[config.mk]
export PLATFORM = sky130hd
export DESIGN_NAME = intersection_controller
export DESIGN_NICKNAME = d
export VERILOG_FILES = /design/src/rtl/intersection_controller.sv
export SDC_FILE = /design/constraint.sdc
export NUM_CORES = 1
export LEC_CHECK = 0
export CAP_MARGIN = 20
export CORE_MARGIN = 1
export CORE_UTILIZATION = 45
export CTS_CLUSTER_SIZE = 10
export DETAILED_ROUTE_END_ITERATION = 12
export PLACE_DENSITY = 0.7
export SYNTH_ARGS = -nofsm -noshare
export SYNTH_HDL_FRONTEND = slang
export SYNTH_SLANG_ARGS = --single-unit
[constraint.sdc]
create_clock -name clk -period 2.3 [get_ports clk]
set_input_delay 0.345 -clock clk [delete_from_list [all_inputs] [get_ports clk]]
set_output_delay 0.345 -clock clk [all_outputs]
set_load 0.01 [all_outputs]
[src/rtl/intersection_controller.sv]
`default_nettype none
// ============================================================================
// Module   : intersection_controller
// Purpose  : Sequences the main-road head, side-road head and pedestrian WALK
//            lamp for a single intersection. Main road rests in green; side
//            vehicles and pedestrians are arbitrated for the shared crossing.
//            Phase timing is counted in external 'tick' pulses.
// Ports    : clk        - system clock, rising edge
//            reset      - asynchronous, active-high
//            tick       - timebase enable, one clk wide
//            side_req   - side-road vehicle detector (level or pulse)
//            ped_req    - pedestrian button (level or pulse)
//            night_mode - flashing-mode request (FLASH_MODE_EN builds only)
//            main_rgy   - main head {R,Y,G}, registered
//            side_rgy   - side head {R,Y,G}, registered
//            walk       - pedestrian WALK lamp, registered
//            ped_ack    - one-clk pulse on entry to the walk phase
//            state_o    - current FSM state encoding
// Options  : define FLASH_MODE_EN to add night_mode and the FLASH state.
// Revision : 1.0 - initial release
// ============================================================================
module intersection_controller #(
  parameter int CW         = 8,
  parameter int GREEN_MAIN = 15,
  parameter int GREEN_SIDE = 10,
  parameter int YELLOW     = 2,
  parameter int ALL_RED    = 1,
  parameter int WALK       = 8
) (
  input  logic       clk,
  input  logic       reset,
  input  logic       tick,
  input  logic       side_req,
  input  logic       ped_req,
`ifdef FLASH_MODE_EN
  input  logic       night_mode,
`endif
  output logic [2:0] main_rgy,
  output logic [2:0] side_rgy,
  output logic       walk,
  output logic       ped_ack,
  output logic [2:0] state_o
);

  // State encodings
  localparam logic [2:0] c_st_main_g = 3'd0;
  localparam logic [2:0] c_st_main_y = 3'd1;
  localparam logic [2:0] c_st_clr_a  = 3'd2;
  localparam logic [2:0] c_st_side_g = 3'd3;
  localparam logic [2:0] c_st_side_y = 3'd4;
  localparam logic [2:0] c_st_clr_b  = 3'd5;
  localparam logic [2:0] c_st_ped    = 3'd6;
  localparam logic [2:0] c_st_flash  = 3'd7;

  // Timer reload values: a phase of DUR ticks starts at DUR-1
  localparam logic [CW-1:0] c_ld_green_main = CW'(GREEN_MAIN - 1);
  localparam logic [CW-1:0] c_ld_green_side = CW'(GREEN_SIDE - 1);
  localparam logic [CW-1:0] c_ld_yellow     = CW'(YELLOW - 1);
  localparam logic [CW-1:0] c_ld_all_red    = CW'(ALL_RED - 1);
  localparam logic [CW-1:0] c_ld_walk       = CW'(WALK - 1);
  localparam logic [CW-1:0] c_tmr_one       = CW'(1);

  localparam logic [2:0] c_lamp_r   = 3'b100;
  localparam logic [2:0] c_lamp_y   = 3'b010;
  localparam logic [2:0] c_lamp_g   = 3'b001;
  localparam logic [2:0] c_lamp_off = 3'b000;

  logic [2:0]    r_state;
  logic [2:0]    w_state_nxt;
  logic [CW-1:0] r_timer;
  logic [CW-1:0] w_timer_nxt;
  logic          r_side_pend;
  logic          r_ped_pend;
  logic          r_last_ped;     // 1: pedestrians were served last, 0: side road
  logic          w_expire;
  logic          w_enter;
  logic          w_enter_side;
  logic          w_enter_ped;
  logic          w_serve_ped;
  logic          w_night;
  logic [2:0]    w_main_nxt;
  logic [2:0]    w_side_nxt;
  logic          w_walk_nxt;
  logic          w_ack_nxt;

`ifdef FLASH_MODE_EN
  logic          r_flash_on;
  logic          w_flash_on_nxt;
  assign w_night = night_mode;
`else
  assign w_night = 1'b0;
`endif

  assign w_expire     = (r_timer == '0) && tick;
  assign w_enter      = (w_state_nxt != r_state);
  assign w_enter_side = w_enter && (w_state_nxt == c_st_side_g);
  assign w_enter_ped  = w_enter && (w_state_nxt == c_st_ped);
  assign state_o      = r_state;

  // Both pending: alternate away from whoever was served last.
  // Nothing pending falls through to the side road.
  assign w_serve_ped  = r_ped_pend && (!r_side_pend || !r_last_ped);

  // --------------------------------------------------------------------------
  // State register, timer, pending flags and registered outputs
  // --------------------------------------------------------------------------
  always_ff @(posedge clk or posedge reset) begin
    if (reset) begin
      r_state     <= c_st_clr_b;
      r_timer     <= c_ld_all_red;
      r_side_pend <= 1'b0;
      r_ped_pend  <= 1'b0;
      r_last_ped  <= 1'b0;
      main_rgy    <= c_lamp_r;
      side_rgy    <= c_lamp_r;
      walk        <= 1'b0;
      ped_ack     <= 1'b0;
`ifdef FLASH_MODE_EN
      r_flash_on  <= 1'b0;
`endif
    end else begin
      r_state     <= w_state_nxt;
      r_timer     <= w_timer_nxt;
      // A request in the same clk as the clear keeps the flag set
      r_side_pend <= side_req | (r_side_pend & ~w_enter_side);
      r_ped_pend  <= ped_req | (r_ped_pend & ~w_enter_ped);
      if (w_enter_side) begin
        r_last_ped <= 1'b0;
      end else if (w_enter_ped) begin
        r_last_ped <= 1'b1;
      end
      main_rgy    <= w_main_nxt;
      side_rgy    <= w_side_nxt;
      walk        <= w_walk_nxt;
      ped_ack     <= w_ack_nxt;
`ifdef FLASH_MODE_EN
      r_flash_on  <= w_flash_on_nxt;
`endif
    end
  end

  // --------------------------------------------------------------------------
  // Next-state logic
  // --------------------------------------------------------------------------
  always_comb begin
    w_state_nxt = r_state;
    case (r_state)
      // Holds with the timer parked at 0 until a request is pending
      c_st_main_g: if (w_expire && (r_side_pend || r_ped_pend)) w_state_nxt = c_st_main_y;
      c_st_main_y: if (w_expire) w_state_nxt = c_st_clr_a;
      c_st_clr_a: begin
        if (w_expire) begin
          if (w_night) begin
            w_state_nxt = c_st_flash;
          end else if (w_serve_ped) begin
            w_state_nxt = c_st_ped;
          end else begin
            w_state_nxt = c_st_side_g;
          end
        end
      end
      c_st_side_g: if (w_expire) w_state_nxt = c_st_side_y;
      c_st_side_y: if (w_expire) w_state_nxt = c_st_clr_b;
      c_st_ped:    if (w_expire) w_state_nxt = c_st_clr_b;
      c_st_clr_b:  if (w_expire) w_state_nxt = w_night ? c_st_flash : c_st_main_g;
`ifdef FLASH_MODE_EN
      c_st_flash:  if (tick && !night_mode) w_state_nxt = c_st_clr_b;
`endif
      // Reserved encoding recovers through the all-red clearance
      default:     w_state_nxt = c_st_clr_b;
    endcase
  end

  // Timer: reload on every state entry, otherwise count ticks down to zero.
  // The tick in the entry cycle is deliberately not counted.
  always_comb begin
    w_timer_nxt = r_timer;
    if (w_enter) begin
      case (w_state_nxt)
        c_st_main_g: w_timer_nxt = c_ld_green_main;
        c_st_main_y: w_timer_nxt = c_ld_yellow;
        c_st_clr_a:  w_timer_nxt = c_ld_all_red;
        c_st_side_g: w_timer_nxt = c_ld_green_side;
        c_st_side_y: w_timer_nxt = c_ld_yellow;
        c_st_clr_b:  w_timer_nxt = c_ld_all_red;
        c_st_ped:    w_timer_nxt = c_ld_walk;
        default:     w_timer_nxt = '0;
      endcase
    end else if (tick && (r_timer != '0)) begin
      w_timer_nxt = r_timer - c_tmr_one;
    end
  end

  // --------------------------------------------------------------------------
  // Output decode from next state so lamps change on the same edge as state
  // --------------------------------------------------------------------------
  always_comb begin
    w_main_nxt = c_lamp_r;
    w_side_nxt = c_lamp_r;
    w_walk_nxt = 1'b0;
    w_ack_nxt  = 1'b0;
`ifdef FLASH_MODE_EN
    w_flash_on_nxt = 1'b0;
`endif
    case (w_state_nxt)
      c_st_main_g: w_main_nxt = c_lamp_g;
      c_st_main_y: w_main_nxt = c_lamp_y;
      c_st_side_g: w_side_nxt = c_lamp_g;
      c_st_side_y: w_side_nxt = c_lamp_y;
      c_st_ped: begin
        w_walk_nxt = 1'b1;
        w_ack_nxt  = (r_state != c_st_ped);
      end
`ifdef FLASH_MODE_EN
      c_st_flash: begin
        // Lamps start lit on entry, then toggle on each tick
        if (r_state != c_st_flash) begin
          w_flash_on_nxt = 1'b1;
        end else begin
          w_flash_on_nxt = tick ? ~r_flash_on : r_flash_on;
        end
        w_main_nxt = w_flash_on_nxt ? c_lamp_y : c_lamp_off;
        w_side_nxt = w_flash_on_nxt ? c_lamp_r : c_lamp_off;
      end
`endif
      default: begin
        w_main_nxt = c_lamp_r;
        w_side_nxt = c_lamp_r;
      end
    endcase
  end

endmodule
`default_nettype wire

### The metal 2 layer, run 1

(8 px per micron)
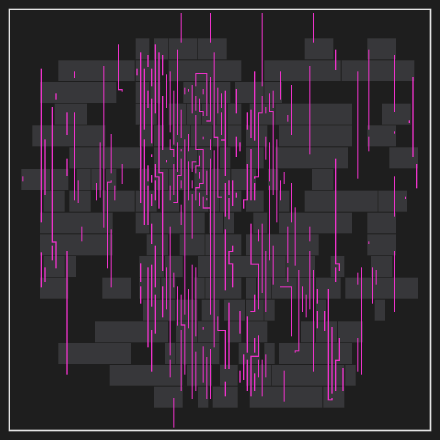
The layer holds 47% of the routed length. The layer carries 1080 microns of wire.
Routed WL: 2290 microns
via count: 955

### Clock routing, run 1

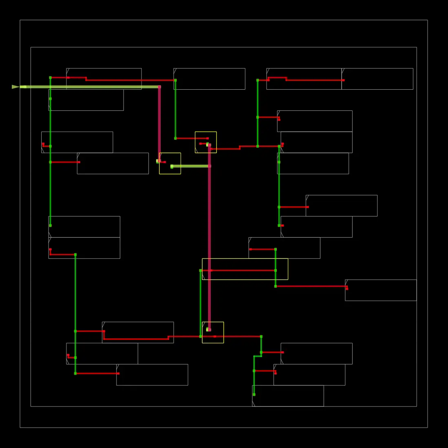
Clock Skew: 0.00248 ns
P_clk: 299 uW
TritonCTS buffer count: 3
clock buf count: 3
Clk Latency, worst-skew pair: 0.31 ns

==> impl_metrics.tcl, run 1 <==
# implementation run metrics
set metrics [dict create \
    outcome "finished, final reports clean" \
    grt_busiest_layer "met2" \
    path_max_fanout 8 \
    critical_path.cell_chain "or4_1 -> or2_4 -> or3_4 -> o21ai_1 -> nand2b_1" \
    clockBufferDepth 2 \
    overflow 0 \
    p_sw_share_pct 35.3 \
    grt_use_met3_pct 3.19 \
    cp_slowest_cell "or4_1" \
    dr_wl_met3_microns 126 \
    crit_start "r_timer[2]" \
    cts_tree "built" \
    final_max_slew_viol_count 0 \
    dr.pass1.iters 4 \
    ctsHtreeMaxLevel 1 \
    max-cap-violations 0 \
    synth_area_sq_um 1150 \
    hp-class "in -> async" \
    nets 148 \
    ys_ff 22 \
    crit_required_ns 2.52 \
    period_used_pct 93.8 \
    grtUsageMet2_pct 29.3 \
    antenna_found_initial 0 \
    cts_setup_buffers 0 \
    critPathKind "reg -> reg" \
    p_sw_uw 550 \
    fp_util_pct 49.9 \
    setup_slack_ns 0.142 \
    post_cts_resized 0 \
    worstPathArrival_ns 2.38 \
    die_x_microns 52.5 \
    slew_headroom_pct 63.4 \
    path_clk_slew_ns 0.13 \
    wl_met1_microns 1040 \
    root_buffer "clkbuf_4" \
    pwr-share-comb_pct 38.1 \
    grt_use_met1_pct 28.7 \
    worst_slew_pin_slew_ns 0.544 \
    fin_util_pct 62.4 \
    synthTopLogicFamily "simple AND/OR/NAND/NOR gates" \
    ir_drop_mv 0.713 \
    logic_area_sq_um 554 \
    simple_gate_share_pct 20.2 \
    drc 0 \
    dieArea_sq_um 2750 \
    rsz0062_at_grt "no" \
    grt_max_degree 23 \
    reg2reg_slack_ns 0.14 \
    dp_hpwl_microns 1650 \
    adder_share_pct 2.18 \
    lay_top_cells "dfrtp_1, clkdlybuf4s50_1, nor2_1" \
    area_growth_pct 25.1 \
    setup_viol 0 \
    crit_cells 5 \
    warning_count 27 \
    ys_types 42 \
    min_period_ns 2.16 \
    fmax_mhz 463 \
    reg2reg_depth 5 \
    top_layer "met4" \
]
### Clock wires, drivers and flops, run 1

(12 px per micron)
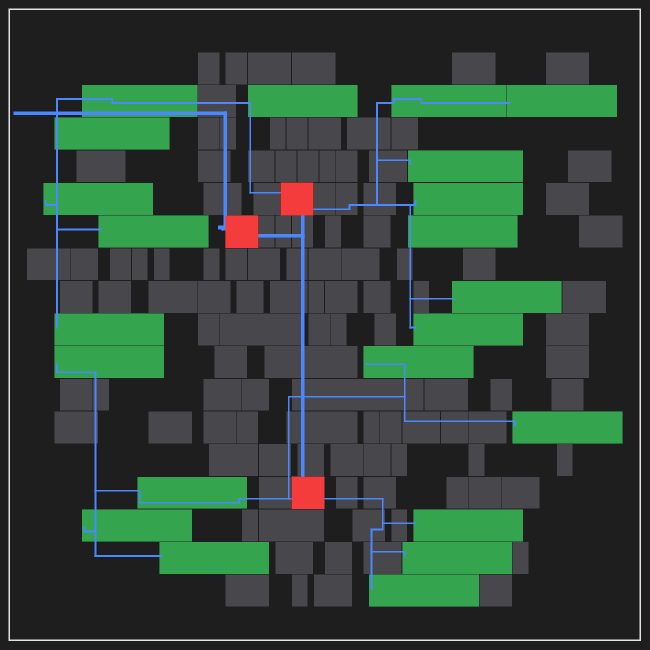
Key: flip-flops = green [count 22]; clock-net drivers = red [count 3]; clock wires = blue [length 260 microns]
Position of the flops: widely spread. There are 4 routed clock nets.
Clk pwr share: 19.2%

[run 1: through the flow]
| step | TNS [ns] | instance area, sq um |
|---|---|---|
| 2_1_floorplan | 0 | 1150 |
| 3_3_place_gp | -0.370 | 1360 |
| 3_5_place_dp | -0.591 | 1360 |
| 4_1_cts | 0 | 1420 |
| 5_1_grt | 0 | 1430 |
| 6_report | 0 | 1430 |
[run 1: Yosys cell counts, drive strengths merged]
cell type,number,area share [%]
nand2b,2,1.1
or4,3,2.0
nor3b,1,0.66
mux2,1,0.98
or4bb,1,0.98
nor2b,1,0.55
o32ai,1,0.76
a21oi,10,4.4
clkbuf,3,0.98
nand3,1,0.44
o211ai,3,2.0
o21ai,9,3.9
nor2,11,4.3
and3,1,0.55
dfrtp,18,39
inv,7,2.3
o31ai,1,0.66
a22o,1,0.76
or3,4,2.6
nor4,2,1.1
dfstp,4,9.2
a21o,1,0.66
or2,3,1.6
a211oi,1,0.66
buf,2,1.4
xor2,4,3.1
o21bai,3,2.3
xnor2,2,1.5
nor3,3,1.3
o22ai,1,0.55
ha,2,2.2
or3b,1,0.76
o22a,1,0.76
nand2,7,2.3
a21boi,1,0.66
mux2i,1,0.87
[run 1: area by class of cell]
cell class              count  area share [%]
well taps                  28            2.44
multi-input cells          84            38.7
inverters                   7            1.83
clock buffers               3            1.57
flip-flops and latches     22            38.7
repair buffers             23            14.7
clock inverters             1            2.09
[run 1: power by group through the flow]
stage	registers (uW)	logic [uW]	clock network [uW]
after floorplan	659	353	0
after detailed placement	673	573	0
after CTS	664	583	303
final	666	595	299
after global routing	690	657	325
after global placement	663	560	0
[run 1: registers in the layout (all words and copies together) (netlist names)]
register	count
r_timer	8
r_side_pend	1
side_rgy	3
state_o	3
ped_ack	1
main_rgy	3
r_ped_pend	1
r_last_ped	1
walk	1
==> run 2, diff against run 1 <==
--- a/config.mk
+++ b/config.mk
@@ -5,12 +5,15 @@
 export SDC_FILE = /design/constraint.sdc
 export NUM_CORES = 1
 export LEC_CHECK = 0
+export ABC_CLOCK_PERIOD_IN_PS = 2300
 export CAP_MARGIN = 20
 export CORE_MARGIN = 1
 export CORE_UTILIZATION = 45
 export CTS_CLUSTER_SIZE = 10
 export DETAILED_ROUTE_END_ITERATION = 12
 export PLACE_DENSITY = 0.7
+export SLEW_MARGIN = 10
 export SYNTH_ARGS = -nofsm -noshare
 export SYNTH_HDL_FRONTEND = slang
 export SYNTH_SLANG_ARGS = --single-unit
+export TNS_END_PERCENT = 50
### Ports around the boundary, run 2

(6 px per micron) Pins as bars across the die edge, other pins in grey.
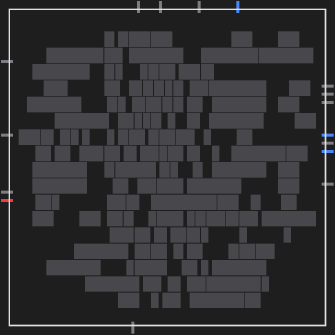
Key: `ped_ack` = red [pins 1, direction output, edge left]; `main_rgy` = blue [pins 3, direction output, edge 2 right, 1 top]
All pins by edge: 7 right, 4 left, 4 top, 1 bottom.
number of port buffers: 15
die width: 52.5 microns
chip height: 52.5 microns

==> impl_metrics.tcl, run 2 <==
# implementation run metrics
set metrics [dict create \
    outcome "finished, final reports clean" \
    clockBufferDepth 2 \
    fmax_mhz 463 \
    drt-total-wl_microns 2290 \
    cp_slowest_cell "or4_1" \
    worst_slew_pin_slew_ns 0.544 \
    synth_stat.cells 118 \
    slew_headroom_pct 63.4 \
    tns_ns 0 \
    fp_util_pct 49.9 \
    pwr-share-comb_pct 38.1 \
    clockPowerShare_pct 19.2 \
    dieArea_sq_um 2750 \
    ctsHtreeMaxLevel 1 \
    top_area_share_pct 39.3 \
    ys_ff 22 \
    power_frac_seq_pct 42.7 \
    cts-buffers-inserted 3 \
    grt_max_degree 23 \
    path_max_fanout 8 \
    synthTopLogicFamily "simple AND/OR/NAND/NOR gates" \
    lay_top_cells "dfrtp_1, clkdlybuf4s50_1, nor2_1" \
    edf_count 0 \
    critPathKind "reg -> reg" \
    dp_hpwl_microns 1650 \
    adder_share_pct 2.18 \
    period_used_pct 93.8 \
    crit_required_ns 2.52 \
    min_period_ns 2.16 \
    root_buffer "clkbuf_4" \
    simple_gate_share_pct 20.2 \
    top_area_cell "dfrtp_1" \
    path_clk_slew_ns 0.13 \
    nets 148 \
    drc 0 \
    ir_drop_mv 0.713 \
    rsz0062_at_grt "no" \
    warning_count 27 \
    synth_warnings 0 \
    max-cap-violations 0 \
    p_sw_share_pct 35.3 \
    dr.pass1.iters 4 \
    synth_area_sq_um 1150 \
    largest_reg_flops 8 \
    area_growth_pct 25.1 \
    fin_area_sq_um 1430 \
    synth_top_cell_by_count "dfrtp_1" \
    p_sw_uw 550 \
    synthTopCellsByArea "dfrtp_1, dfstp_2, a21oi_1, o21ai_0, nor2_1" \
    antenna_found_initial 0 \
    place_area_sq_um 1360 \
    fin_skew_ns 0.00248 \
    regMostFlops "r_timer" \
    netlist_top_cells_count "dfrtp_1, a21oi_1, nor2_1" \
    syn-num-nets 125 \
    critical_path.cell_chain "or4_1 -> or2_4 -> or3_4 -> o21ai_1 -> nand2b_1" \
    worstPathArrival_ns 2.38 \
    hp-class "in -> async" \
    final_max_slew_viol_count 0 \
    clk_latency_ns 0.31 \
    ys_types 42 \
]
==> run 2: cell type report <==
cell class                      count  area, sq um  area share [%]
Timing Repair Buffer               23          210            14.7
Multi-Input combinational cell     84          554            38.7
Inverter                            7         26.3            1.83
Tap cell                           28         35.0            2.44
Clock buffer                        3         22.5            1.57
Sequential cell                    22          556            38.7
Clock inverter                      1         30.0            2.09
==> run 2: per-stage QoR <==
| stage | power [uW] | std cells | setup WS (ns) |
|---|---|---|---|
| floorplan | 1010 | 118 | 0.212 |
| global placement | 1220 | 164 | -0.0883 |
| detailed placement | 1250 | 164 | -0.118 |
| CTS | 1550 | 168 | 0.104 |
| global route | 1670 | 168 | 0.0285 |
| finish | 1560 | 168 | 0.142 |
==> run 2: routing by layer <==
metal	track usage, %	up-vias	share of wire (%)
met5	0	-	0
met4	9.65	0	1.8
met3	3.19	9	5.5
met2	29.3	37	47
met1	28.7	449	46
li1	-	460	-
==> run 2: power groups by stage <==
stage	clock, uW	combinational, uW	sequential (uW)
floorplan	0	353	659
global placement	0	560	663
finish	299	595	666
global route	325	657	690
CTS	303	583	664
detailed placement	0	573	673
==> run 2: worst min-delay path, stage by stage <==
cell,delay (ns)
clkdlybuf4s50_1,0.40
inv_1,0.05
buf_4,0.27
==> run 2: path summary, 6_finish.rpt <==
check,endpoint,slack [ns],start,cells past startpoint
min reg2reg,r_last_ped,0.52,r_last_ped,1
min,main_rgy[1],0.36,reset,3
max reg2reg,r_side_pend,0.14,r_timer[2],5
max,r_side_pend,0.14,r_timer[2],5
min in group clk,r_last_ped,0.52,r_last_ped,1
max in group asynchronous,state_o[0],1.67,reset,3
==> run 2: repair_timing <==
item                       4_1_cts  5_1_grt
gates resized                    0        4
setup buffers                    0        0
hold buffers                     0        0
setup endpoints to repair        0        3
Power and IR drop assume default switching activity.
